### Met1 routing, run 1

Supply wires on this layer in gray.
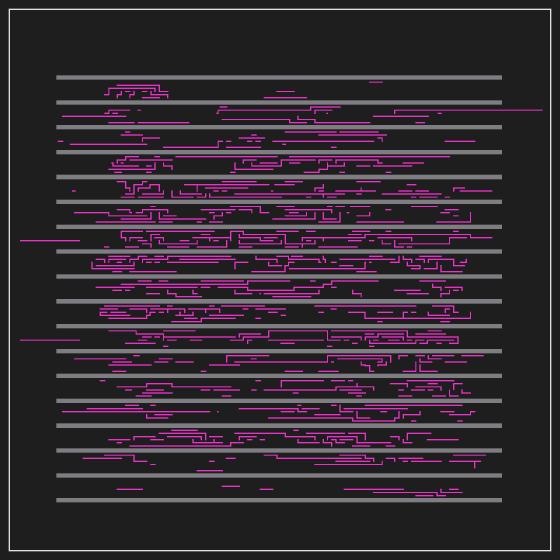
### The clock network, run 1

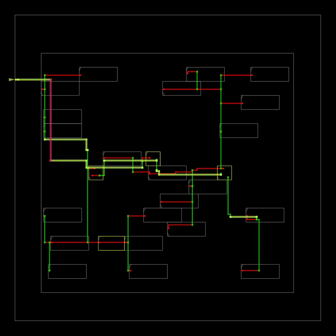
### Power grid, run 1

Pins as bars on the die edge.
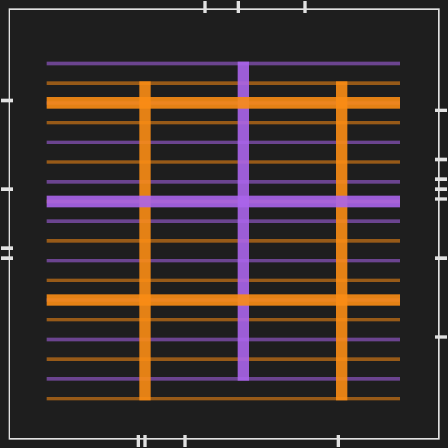
File: src/rtl/tff_bank_pkg.sv
// Shared encodings for the toggle flip-flop bank sequencer:
// command opcodes and controller states.
package tff_bank_pkg;

    localparam logic [1:0] OP_CLEAR = 2'b00;
    localparam logic [1:0] OP_LOAD  = 2'b01;
    localparam logic [1:0] OP_UP    = 2'b10;
    localparam logic [1:0] OP_DOWN  = 2'b11;

    typedef enum logic [1:0] {
        IDLE  = 2'd0,
        APPLY = 2'd1,
        RUN   = 2'd2
    } state_t;

endpackage

File: src/rtl/tff_bank_seq_if.sv
// Command handshake bundle for tff_bank_seq: the requester drives
// valid/op/data, the sequencer answers with ready.
interface tff_bank_seq_if #(
    parameter int WIDTH = 4
) ();
    logic             cmd_valid;
    logic             cmd_ready;
    logic [1:0]       cmd_op;
    logic [WIDTH-1:0] cmd_data;

    modport master (output cmd_valid, output cmd_op, output cmd_data, input cmd_ready);
    modport slave  (input cmd_valid, input cmd_op, input cmd_data, output cmd_ready);
endinterface

File: src/rtl/tff_bank_cell.sv
// One T flip-flop: inverts its state on a clock edge when t is high.
module tff_bank_cell (
    input  logic clk,
    input  logic rstn,
    input  logic t,
    output logic q
);
    logic q_d;
    logic q_q;

    // Next state: toggle or hold.
    always_comb begin
        if (t) begin
            q_d = ~q_q;
        end else begin
            q_d = q_q;
        end
    end

    // State register with synchronous active-low reset.
    always_ff @(posedge clk) begin
        if (!rstn) begin
            q_q <= 1'b0;
        end else begin
            q_q <= q_d;
        end
    end

    assign q = q_q;
endmodule

File: src/rtl/tff_bank_seq.sv
// Command sequencer for a bank of T flip-flops: the count only ever
// changes through a per-bit toggle-enable vector computed here.
module tff_bank_seq
    import tff_bank_pkg::*;
#(
    parameter int WIDTH  = 4,
    parameter int STEP_W = 8
) (
    input  logic             clk,
    input  logic             rstn,
    tff_bank_seq_if.slave    cmd,
    input  logic             pause,
    output logic [WIDTH-1:0] count,
    output logic             busy,
    output logic             done,
    output logic             wrap
);
    localparam logic [STEP_W-1:0] STEP_ONE = STEP_W'(1);

    state_t            state_q, state_d;
    logic [1:0]        op_q, op_d;
    logic [WIDTH-1:0]  data_q, data_d;
    logic [STEP_W-1:0] steps_q, steps_d;
    logic              done_q, done_d;
    logic              wrap_q, wrap_d;
    logic [WIDTH-1:0]  count_s;
    logic [WIDTH-1:0]  tvec_s;
    logic [WIDTH-1:0]  tvec_run_s;
    logic [STEP_W-1:0] step_s;
    logic              run_carry_s;
    logic              wrap_hit_s;

    // Step count is the low STEP_W bits of cmd_data, zero-extended if wider.
    if (STEP_W <= WIDTH) begin : g_step_slice
        assign step_s = cmd.cmd_data[STEP_W-1:0];
    end else begin : g_step_ext
        assign step_s = {{(STEP_W-WIDTH){1'b0}}, cmd.cmd_data};
    end

    for (genvar i = 0; i < WIDTH; i++) begin : g_bank
        tff_bank_cell u_cell (
            .clk  (clk),
            .rstn (rstn),
            .t    (tvec_s[i]),
            .q    (count_s[i])
        );
    end

    // Ripple toggle enables for counting: bit i toggles when all lower bits are 1 (up) or 0 (down).
    always_comb begin
        tvec_run_s  = '0;
        run_carry_s = 1'b1;
        for (int i = 0; i < WIDTH; i++) begin
            tvec_run_s[i] = run_carry_s;
            if (op_q == OP_DOWN) begin
                run_carry_s = run_carry_s & ~count_s[i];
            end else begin
                run_carry_s = run_carry_s & count_s[i];
            end
        end
        wrap_hit_s = run_carry_s;
    end

    // Next-state, toggle vector and flag logic.
    always_comb begin
        state_d = state_q;
        op_d    = op_q;
        data_d  = data_q;
        steps_d = steps_q;
        done_d  = 1'b0;
        wrap_d  = wrap_q;
        tvec_s  = '0;
        case (state_q)
            IDLE: begin
                if (cmd.cmd_valid) begin
                    op_d   = cmd.cmd_op;
                    data_d = cmd.cmd_data;
                    wrap_d = 1'b0;
                    if ((cmd.cmd_op == OP_CLEAR) || (cmd.cmd_op == OP_LOAD)) begin
                        state_d = APPLY;
                    end else if (step_s == '0) begin
                        done_d = 1'b1;
                    end else begin
                        steps_d = step_s;
                        state_d = RUN;
                    end
                end else begin
                    state_d = IDLE;
                end
            end
            APPLY: begin
                if (op_q == OP_LOAD) begin
                    tvec_s = count_s ^ data_q;
                end else begin
                    tvec_s = count_s;
                end
                done_d  = 1'b1;
                state_d = IDLE;
            end
            RUN: begin
                if (pause) begin
                    tvec_s = '0;
                end else begin
                    tvec_s  = tvec_run_s;
                    steps_d = steps_q - STEP_ONE;
                    if (wrap_hit_s) begin
                        wrap_d = 1'b1;
                    end else begin
                        wrap_d = wrap_q;
                    end
                    if (steps_q == STEP_ONE) begin
                        done_d  = 1'b1;
                        state_d = IDLE;
                    end else begin
                        state_d = RUN;
                    end
                end
            end
            default: begin
                state_d = IDLE;
            end
        endcase
    end

    // Controller registers.
    always_ff @(posedge clk) begin
        if (!rstn) begin
            state_q <= IDLE;
            op_q    <= OP_CLEAR;
            data_q  <= '0;
            steps_q <= '0;
            done_q  <= 1'b0;
            wrap_q  <= 1'b0;
        end else begin
            state_q <= state_d;
            op_q    <= op_d;
            data_q  <= data_d;
            steps_q <= steps_d;
            done_q  <= done_d;
            wrap_q  <= wrap_d;
        end
    end

    assign cmd.cmd_ready = (state_q == IDLE);
    assign busy          = (state_q != IDLE);
    assign count         = count_s;
    assign done          = done_q;
    assign wrap          = wrap_q;
endmodule

File: src/flat_wrapper.sv
// flat-port wrapper written by rule: the top's interface ports become plain ports
module tff_bank_seq_flat import tff_bank_pkg::*;
#(
    parameter int WIDTH  = 4,
    parameter int STEP_W = 8
)
  (clk, rstn, pause, count, busy, done, wrap, cmd_cmd_valid, cmd_cmd_op, cmd_cmd_data, cmd_cmd_ready);
  tff_bank_seq_if #(.WIDTH(WIDTH)) cmd_i ();
  input  logic clk;
  input  logic rstn;
  input  logic pause;
  output logic [WIDTH-1:0] count;
  output logic busy;
  output logic done;
  output logic wrap;
  input wire logic [$bits(cmd_i.cmd_valid)-1:0] cmd_cmd_valid;
  input wire logic [$bits(cmd_i.cmd_op)-1:0] cmd_cmd_op;
  input wire logic [$bits(cmd_i.cmd_data)-1:0] cmd_cmd_data;
  output wire logic [$bits(cmd_i.cmd_ready)-1:0] cmd_cmd_ready;
  assign cmd_i.cmd_valid = cmd_cmd_valid;
  assign cmd_i.cmd_op = cmd_cmd_op;
  assign cmd_i.cmd_data = cmd_cmd_data;
  assign cmd_cmd_ready = cmd_i.cmd_ready;
  tff_bank_seq #(.WIDTH(WIDTH), .STEP_W(STEP_W)) u_core (.clk(clk), .rstn(rstn), .cmd(cmd_i), .pause(pause), .count(count), .busy(busy), .done(done), .wrap(wrap));
endmodule
File: config.mk
export PLATFORM = sky130hd
export DESIGN_NAME = tff_bank_seq_flat
export DESIGN_NICKNAME = d
export VERILOG_FILES = /design/src/rtl/tff_bank_pkg.sv /design/src/rtl/tff_bank_seq_if.sv /design/src/rtl/tff_bank_cell.sv /design/src/rtl/tff_bank_seq.sv /design/src/flat_wrapper.sv
export SDC_FILE = /design/constraint.sdc
export NUM_CORES = 1
export LEC_CHECK = 0
export ABC_AREA = 1
export CAP_MARGIN = 5
export CORE_MARGIN = 5
export CORE_UTILIZATION = 58
export CTS_CLUSTER_DIAMETER = 150
export CTS_CLUSTER_SIZE = 14
export DETAILED_ROUTE_END_ITERATION = 12
export GPL_ROUTABILITY_DRIVEN = 0
export PLACE_DENSITY = 0.83
export SLEW_MARGIN = 20
export SYNTH_ARGS = -nofsm -noshare
export SYNTH_HDL_FRONTEND = slang
export SYNTH_SLANG_ARGS = --single-unit
File: constraint.sdc
create_clock -name clk -period 3.6 [get_ports clk]
set_input_delay 0.54 -clock clk [delete_from_list [all_inputs] [get_ports clk]]
set_output_delay 0.54 -clock clk [all_outputs]
set_load 0.02 [all_outputs]
==> results.env, run 1 <==
HOLD-PATH-ENDPOINT='u_core.wrap'
PORT_BUFFERS=17
DIE-WIDTH_UM=59.07
ROUTE.DETAILED.VIAS_PER_INST=5.588
WORST-PATH-MAX-FANOUT=5
FINALNETCOUNT=249
SLEW_VIOLATIONS=0
GRT_FIRST_PASS_WIRELENGTH_UM=5554
WL_PER_CELL_UM=12.67
SETUP_REPAIR_AFTER_GLOBAL_ROUTING_MISSED_ITS_MARGIN='no'
FINAL.SETUP.WORST_SLACK_PS=1228
AGGREGATE_GLOBAL_ROUTE_RESOURCE_USAGE_PCT=20.06
FINALCLOCKPERIODUSAGE_PCT=65.89
DETAIL_ROUTE.ITER0.VIOLATIONS=102
CTS_HOLD_REPAIR.BUFFERS=0
SYNTH.YOSYS.CHIP_AREA_SQ_UM=1396
GRT_MAX_DEGREE=16
RRSETUPSLACK_PS=1750
POSTSYNTHNETCOUNT=235
NUM-FILL-CELLS=208
POSTSYNTHREGISTERBITS=22
GR-TOTAL-OVERFLOW=0
HOLD_VIOLATIONS=0
CTS.REPORTEDPATHS.CLKPINSLEW_PS=130
CRITPATHARRIVALTIME_PS=1830
TIGHTESTPINTRANSITION_PS=493.2
POSTCTSSETUPBUFFERS=0
TOP_LEVEL_PORTS=18
PLACE_WORST_SETUP_SLACK_PS=1531
PLACE_AREA_SQ_UM=1551
FINAL_PERIOD_MINUS_WORST_SETUP_SLACK_PS=2372
MAX-SLEW-MARGIN-REL_PCT=67.02
FINISHED_LAYOUT_CELL_AREA_SQ_UM=1588
TOTAL_TOOL_WARNING_COUNT=30
P_LEAK_nW=0.7086
CTS_ROOT_BUF='clkbuf_4'
WHS_PATH_DEPTH=2
YOSYSUNIQUECELLTYPES=24
WORST_CLOCK_SKEW_PS=12.73
STATUS='finished clean'
ROWS=17
SETUP_VIOLATING_ENDPOINT_COUNT_IN_THE_FINAL_REPORT=0
DESIGN.DIE.AREA_SQ_UM=3489
POST-ROUTE-UTIL_PCT=70.42
YS_CELLS=219
SYN_TO_FINAL_GROWTH_PCT=13.71
SETUP-TNS-FINAL_PS=0
CLK_PATH_BUF_DEPTH=2
CTS-BUFFERS-INSERTED=3
H-TREE-DEPTH=1
R2R.WORST_PATH.CELLS=11
FIRST_PASS_ITERS=5
IR_WORST_VDD_V=0.0003502
POST_ROUTE_CELLS_DRIVE_ABOVE_1_SHARE_PCT=6.034
STANDARD_CELL_CORE_AREA_SQ_UM=2255
MAX_FREQ_MHz=421.6
POST_SYNTH_INSTANCE_AREA_SQ_UM=1396
TRITONCTS='done'
CP-END-KIND='primary output'
POST_CTS.RESIZED_INSTANCES=0
R2R-END='u_core.g_bank[2].u_cell.q'
R2R-START='u_core.state_q[0]'
SYNTHESIS.YOSYS.WARNINGS=0
Notes on 'Met1 routing' above:
The layer holds 42% of the routed length. The layer carries 1370 um of wire. The wires run mostly horizontal.

Notes on 'The clock network' above:
Layout clock buffers: 4
power in the clock group: 0.141 mW
clock net sink count: 22
Flop Count: 22
Worst-Skew Late Latency: 320 ps

Notes on 'Power grid' above:
Key: purple = VDD; orange = VSS
18 met1 rails follow the rows. The core has 17 rows.

==> run 1: through the flow <==
step                      cells  hold WS (ps)
after floorplan             219         472.9
after global placement      256         443.6
after detailed placement    256         448.2
after CTS                   260         467.1
after global routing        260         486.6
final                       260         457.8
==> run 1: synthesized netlist by cell type <==
library cell  count  area (sq um)
clkinv_2          1         5.000
nand2_4           1         11.26
nor2_1           37         138.9
ha_1              6         75.07
or2_2             1         6.260
dfxtp_1          22         440.4
buf_2             1         5.000
clkbuf_1          2         7.510
inv_1            24         90.09
xor2_1            3         26.28
a211oi_1          1         7.510
nor2_2            1         6.260
or2_0             1         6.260
buf_4             5         37.54
o21ai_0          14         70.07
a21oi_2           1         8.760
a21oi_1          15         75.07
o21ai_1           1         5.000
mux2i_1           1         10.01
nand4_1           6         37.54
nor2_4            1         11.26
nand2_1          48         180.2
nand2_2           4         25.02
nand3_1          22         110.1
==> run 1: sequential cells by signal, summed over array words and instances (netlist names) <==
register,count
u_core.state_q,2
u_core.data_q,4
u_core.op_q,2
u_core.g_bank.u_cell.q,4
u_core.steps_q,8
u_core.done,1
u_core.wrap,1
==> run 1: power breakdown <==
part	switching, mW	total [mW]	internal (mW)
registers	0.0189	0.280	0.261
clock network	0.0788	0.141	0.0618
logic	0.103	0.164	0.0614
total	0.201	0.585	0.384
==> run 1: critical path: stages, from the launching register on <==
cell and delay [ps]:
dfxtp_1 410, inv_1 90, ha_1 300, inv_1 110
clkdlybuf4s50_1 600
==> run 1: final cells by class <==
cell class | instances | area [sq um] | area share [%]
clock buffers | 4 | 36.28 | 2.285
repair buffers | 17 | 170.2 | 10.72
multi-input cells | 164 | 810.8 | 51.06
well taps | 28 | 35.03 | 2.206
inverters | 25 | 95.09 | 5.989
flip-flops and latches | 22 | 440.4 | 27.74
==> run 1: how the worst max path moves through the flow <==
| stage | end | slack (ps) |
|---|---|---|
| 2_1_floorplan | u_core.steps_q[3] | 1920 |
| 3_3_place_gp | u_core.done | 1610 |
| 3_5_place_dp | u_core.done | 1530 |
| 4_1_cts | busy | 1230 |
| 5_1_grt | busy | 1170 |
| 6_report | busy | 1230 |
==> run 1: logic make-up (layout without fill, tap and decap cells) <==
group,count (synthesis),after routing,share of synthesized area [%]
and+or+nand+nor,122,122,38.17
AOI/OAI and AO/OA,32,32,11.92
muxes,1,1,0.7169
xor gates and xnor gates,3,3,1.882
DFF,22,22,31.54
adders and majority gates,6,6,5.376
buffers and inverters,33,46,10.39
==> run 1: layer usage <==
| layer | up-vias | track usage [%] | part of all wire (%) |
|---|---|---|---|
| met3 | 4 | 4.793 | 7.6 |
| met4 | 0 | 4.207 | 0.70 |
| met2 | 65 | 36.91 | 50 |
| met5 | - | 0 | 0 |
| li1 | 733 | - | - |
| met1 | 651 | 23.33 | 42 |
==> inputs of run 2 (changes only) <==
--- a/config.mk
+++ b/config.mk
@@ -8,12 +8,12 @@
 export ABC_AREA = 1
 export CAP_MARGIN = 5
 export CORE_MARGIN = 5
-export CORE_UTILIZATION = 58
+export CORE_UTILIZATION = 49
 export CTS_CLUSTER_DIAMETER = 150
 export CTS_CLUSTER_SIZE = 14
 export DETAILED_ROUTE_END_ITERATION = 12
 export GPL_ROUTABILITY_DRIVEN = 0
-export PLACE_DENSITY = 0.83
+export PLACE_DENSITY = 0.75
 export SLEW_MARGIN = 20
 export SYNTH_ARGS = -nofsm -noshare
 export SYNTH_HDL_FRONTEND = slang
==> constraint.sdc (replaced) <==
create_clock -name clk -period 1.95 [get_ports clk]
set_input_delay 0.2925 -clock clk [delete_from_list [all_inputs] [get_ports clk]]
set_output_delay 0.2925 -clock clk [all_outputs]
set_load 0.02 [all_outputs]
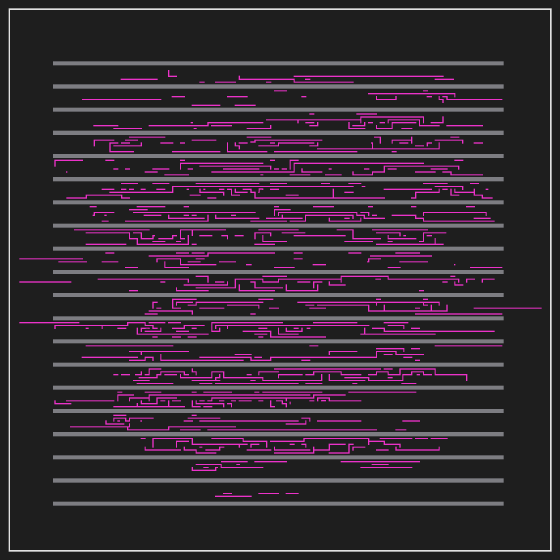
*Met1 routing, run 2*
Supply wires on this layer in gray.
231 nets have wire on it. The wires run mostly horizontal. The layer holds 51% of the routed length. The longest straight run is 21.2 um.

==> run 2 against run 1 <==
Effect of this change:
- clock skew fell by 9.3 ps
- hold slack barely moved
- largest cell class unchanged
- sequential power rose by 84%
- wire length fell by 4.9%
- critical path type unchanged
- flip-flop count did not move
- sequential share of layout area barely moved
- first-iteration DRC count fell by 33%
- critical endpoint unchanged
- via count fell by 5.2%
- worst setup slack got worse by 1100 ps
==> results.env, run 2 <==
STATUS='finished clean'
CTS_ROOT_BUF='clkbuf_4'
TRITONCTS='done'
FIRST_PASS_ITERS=4
NETLIST_INSTANCES=219
FINAL_PERIOD_MINUS_WORST_SETUP_SLACK_PS=1813
P_LEAK_nW=0.7132
DETAIL_ROUTE.ITER0.VIOLATIONS=68
RRSETUPSLACK_PS=290
TOP_CELL_AREA_SHARE_PCT=31.54
EDF_COUNT=0
DESIGN.DIE.AREA_SQ_UM=4017
YOSYSUNIQUECELLTYPES=24
GRT_FIRST_PASS_WIRELENGTH_UM=5754
SETUP-TNS-FINAL_PS=0
WORST-PATH-MAX-FANOUT=5
TOTAL_TOOL_WARNING_COUNT=30
HOLD_VIOLATIONS=0
POST_SYNTH_INSTANCE_AREA_SQ_UM=1396
POST_ROUTE_CELLS_DRIVE_ABOVE_1_SHARE_PCT=6.438
FINALCLOCKPERIODUSAGE_PCT=92.96
AGGREGATE_GLOBAL_ROUTE_RESOURCE_USAGE_PCT=17.05
ROUTE.DETAILED.VIAS_PER_INST=5.220
CLK_PATH_BUF_DEPTH=2
FINALNETCOUNT=251
FINAL.SETUP.WORST_SLACK_PS=137.3
SYNTH_TOP_CELL_BY_AREA='dfxtp_1'
ASYNC_RESET_FF_SHARE_PCT=0
R2R-END='u_core.steps_q[3]'
SYNTH.YOSYS.CHIP_AREA_SQ_UM=1396
WHS_PATH_DEPTH=2
R2R.WORST_PATH.CELLS=8
FLIP_FLOP_COUNT_OF_THE_LARGEST_REGISTER_ALL_COPIES_AND_WORDS_ADDED=8
CTS_HOLD_REPAIR.BUFFERS=0
R2R-START='u_core.state_q[0]'
YOSYS.CELL_COUNT.TOP_TYPE='nand2_1'
DIE-WIDTH_UM=63.38
SYN_TO_FINAL_GROWTH_PCT=13.89
ROWS=19
TOP_CELLS_BY_AREA='dfxtp_1, nand2_1, nor2_1'
GR-TOTAL-OVERFLOW=0
SETUP_VIOLATING_ENDPOINT_COUNT_IN_THE_FINAL_REPORT=0
IR_WORST_VDD_V=0.0006784
GRT_MAX_DEGREE=15
SYNTHESIS.YOSYS.WARNINGS=0
WL_PER_CELL_UM=11.87
SETUP_REPAIR_AFTER_GLOBAL_ROUTING_MISSED_ITS_MARGIN='no'
POSTSYNTH.TOPFLOPCELL='dfxtp_1'
NUMCLOCKSINKS=22
TOP_LEVEL_PORTS=18
TIGHTESTPINTRANSITION_PS=301.8
POSTSYNTHNETCOUNT=235
PLACE_WORST_SETUP_SLACK_PS=217.6
POSTSYNTHREGISTERBITS=22
CTS.REPORTEDPATHS.CLKPINSLEW_PS=120
SLEW_VIOLATIONS=0
PORT_BUFFERS=17
WORST_CLOCK_SKEW_PS=3.461
CP-END-KIND='primary output'
INSERTION_DELAY_PS=310
STANDARD_CELL_CORE_AREA_SQ_UM=2734
MAX-SLEW-MARGIN-REL_PCT=79.86
H-TREE-DEPTH=1
CTS-BUFFERS-INSERTED=3
[run 2: cell type report]
cell class	count	area, sq um
Clock buffer	3	22.52
Sequential cell	22	440.4
Tap cell	31	38.79
Inverter	25	95.09
Multi-Input combinational cell	164	810.8
Timing Repair Buffer	19	182.7
Fill cell	273	1144
[run 2: worst max path at each step]
stage | startpoint | to | cells past startpoint
global placement | u_core.state_q[0] | busy | 4
finish | u_core.state_q[0] | busy | 4
floorplan | u_core.state_q[0] | u_core.steps_q[3] | 8
detailed placement | u_core.state_q[0] | busy | 4
global route | u_core.state_q[0] | busy | 4
CTS | u_core.state_q[0] | busy | 4
[run 2: worst max-delay path: stages, from the launching register on]
cell and delay [ps]:
dfxtp_1 390, inv_1 70, ha_1 290, inv_1 120, dlygate4sd2_1 340
[run 2: through the flow]
| stage | util, % | instance area, sq um | hold WS (ps) | instances |
|---|---|---|---|---|
| detailed placement | 57.44 | 1570 | 445.3 | 261 |
| CTS | 58.17 | 1590 | 463.5 | 264 |
| finish | 58.17 | 1590 | 457.4 | 264 |
| global placement | 57.44 | 1570 | 440.4 | 261 |
| global route | 58.17 | 1590 | 499.8 | 264 |
| floorplan | - | 1396 | 430.9 | 219 |
[run 2: cells by family after synthesis]
group	Yosys count	share of synthesized area, %
compound gates	32	11.92
xor+xnor	3	1.882
fa+ha+maj	6	5.376
buf+inv	33	10.39
flops	22	31.54
mux	1	0.7169
simple gates	122	38.17
[run 2: power breakdown]
group / switching, mW / total, mW / internal [mW]
logic: 0.190 / 0.303 / 0.114
registers: 0.0316 / 0.514 / 0.482
clock network: 0.138 / 0.210 / 0.0723
[run 2: layer usage]
| metal | up-vias | GRT usage, % | wire (um) |
|---|---|---|---|
| met3 | 4 | 4.085 | 152 |
| met1 | 613 | 24.27 | 1603 |
| li1 | 730 | - | - |
| met4 | 0 | 3.896 | 22 |
| met2 | 31 | 25.89 | 1354 |
| met5 | - | 0 | 0 |
[run 2: repair_timing]
action | 4_1_cts | 5_1_grt
setup buffers | 0 | 0
endpoints found under the hold margin | 0 | 0
resized | 2 | 0
setup endpoints to repair | 2 | 0
Power figures rest on the tool's default switching activity, not on a simulated workload.
